Design reg_write_arbiter_flat, sky130hd; sources not shown.
Sequential cells coloured by netlist name:
Scale: 10 px per µm.
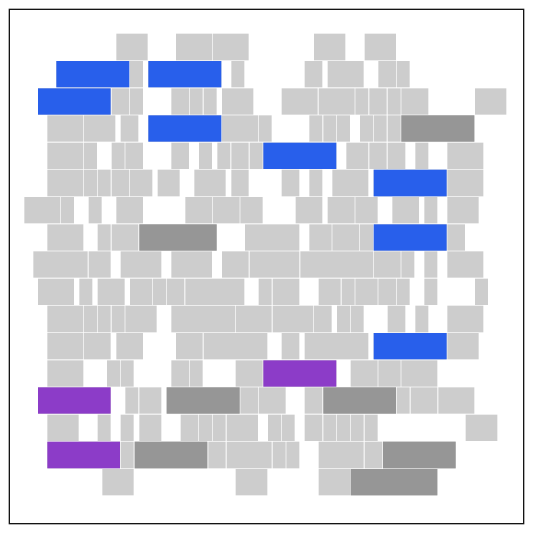
[u_core.bus.DadoEscr] blue | placed flops: 8
[u_core.bus.RegEscr] purple | placed flops: 3
post-layout util: 0.6926
Seq area share: 0.2340
sequential power: 0.472 mW

Clock routing:
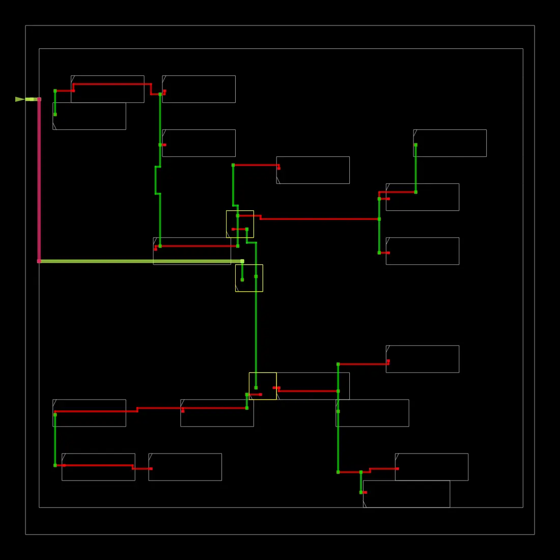
flop count: 18
worst skew pair latency: 0.28 ns
clkbuf count: 3

==> CHANGELOG.md <==
### Physical design

* Die Area at ~2600 µm²
* Leak at 0.7880 nW
* Top cell excl fill/tap: inv_1
* DRT Wirelength at 2529 µm
* Startpoint types: flop
* Metal-1 WL at 1130 µm
* Net count, final at about 220
* Fin crit period at 1.576 ns
* Placer's final routability congestion estimate at 0.7551
* Root buf cell: clkbuf_4
* Placed cell area at between 1000 and 1500 µm²
* Antenna viol nets, final at 0
* CP top delay family: flip-flops
* Int Pwr at between 0.6 and 0.7 mW
* CTS clk-pin slew, worst paths at 0.10 ns
* Die Ht at roughly 51 µm
* Reg2Reg Depth at 9
* Uppermost routed layer: met4
* Sw frac at 0.2684
* GRT met2 Usage at 0.3465
* CTS tree: yes
* Clock network fraction of design power at 0.247
* Slowest CP cell: dfxtp_2
* Combinational Area at 469.2 µm²
* Max Fanout on Critical Path at 6
* WP depth at 6
* Final Cycle Share at 0.9851
* DRC viols at 0
* Max FFs per register at 8
* Outcome: finished, final reports clean
* Share of layout cells above drive strength 1 at 0.1979
* Final instance area at 1562 µm²
* Most frequent cells in the layout: 27 x inv_1, 25 x nand2_1, 22 x clkdlybuf4s50_1
* Vias in the first global route at between 900 and 1000
* WP data required at 1.28 ns
* Comb area leader: simple AND/OR/NAND/NOR gates
* Post-synthesis average cell area at 7.201 µm²
* Synth-to-Final Area Change at 60.62%
* Vias per cell at 4.959
* Crit path largest cell delay at 0.38 ns
* YS warnings at 0
* Pre-CTS setup slack at -1.001 ns
* H-tree depth at 1
* Total design power at roughly 0.9 mW
* WL/cell at 11.50 µm
* Worst hold path class: primary input to flop
* WHS Path Cells at 2
* Power Density at ~560 nW/µm²
* Max-Cap Viols at 0
* Synth unique cells at 19
* Critical path cell sequence: inv_2 > nand2_4 > nand3_4 > buf_8 > inv_4 > buf_8
* Final Skew at 0.006181 ns
* Sw Pwr at ~0.24 mW
* Synth Net Count at approximately 160
* Largest Pwr Group: sequential cells
* Finish-stage setup viols at 0
* Overall routing resource usage at 0.1970
* Core box area at 2255 µm²
* Total grt overflow at 0
* Fp util at 0.4312
* Die Width at 51.30 µm
* Met3 wire length at 131 µm
* Normalized max-slew margin at 0.6662
* Initial antenna violation count at 0
* IO Count at between 40 and 50
* Sinks on the clock net at 18
* Max-slew violations at 0
* Cells after synthesis at 135
* Yosys Chip Area at 972.2 µm²
* Met1 GRT Util at 0.2351
* Yosys simple share at 0.3115
* Fmax at ~630 MHz
* Reg power frac at 0.538
* Cts repair resizes at 41
* DRT Pass-1 Iters at 4
* Yosys reg bits at 18
* First-pass GRT wire length at 3898 µm
* Final TNS setup at 0 ns
* # fillers at 216
* Post-Place Cells at just over 200
[final cells by class]
type	count	area share
Clock buffer	3	0.01442
Sequential cell	18	0.2340
Multi-Input combinational cell	80	0.3005
Buffer	4	0.02804
Timing Repair Buffer	55	0.3173
Inverter	32	0.08333
Tap cell	28	0.02244
[Yosys cell counts (all sizes together)]
master / count / area, µm²
inv: 31 / 116.4
nand2: 26 / 100.1
dfxtp: 18 / 360.4
a21oi: 15 / 75.07
nand3: 13 / 100.1
nand4: 9 / 56.30
nor2: 8 / 46.30
buf: 3 / 33.78
o21ai: 3 / 15.01
clkbuf: 2 / 7.510
ha: 2 / 25.02
o211ai: 2 / 15.01
o22ai: 2 / 12.51
clkinv: 1 / 8.760
No activity file was given, so power comes from the tool's default toggle rates.
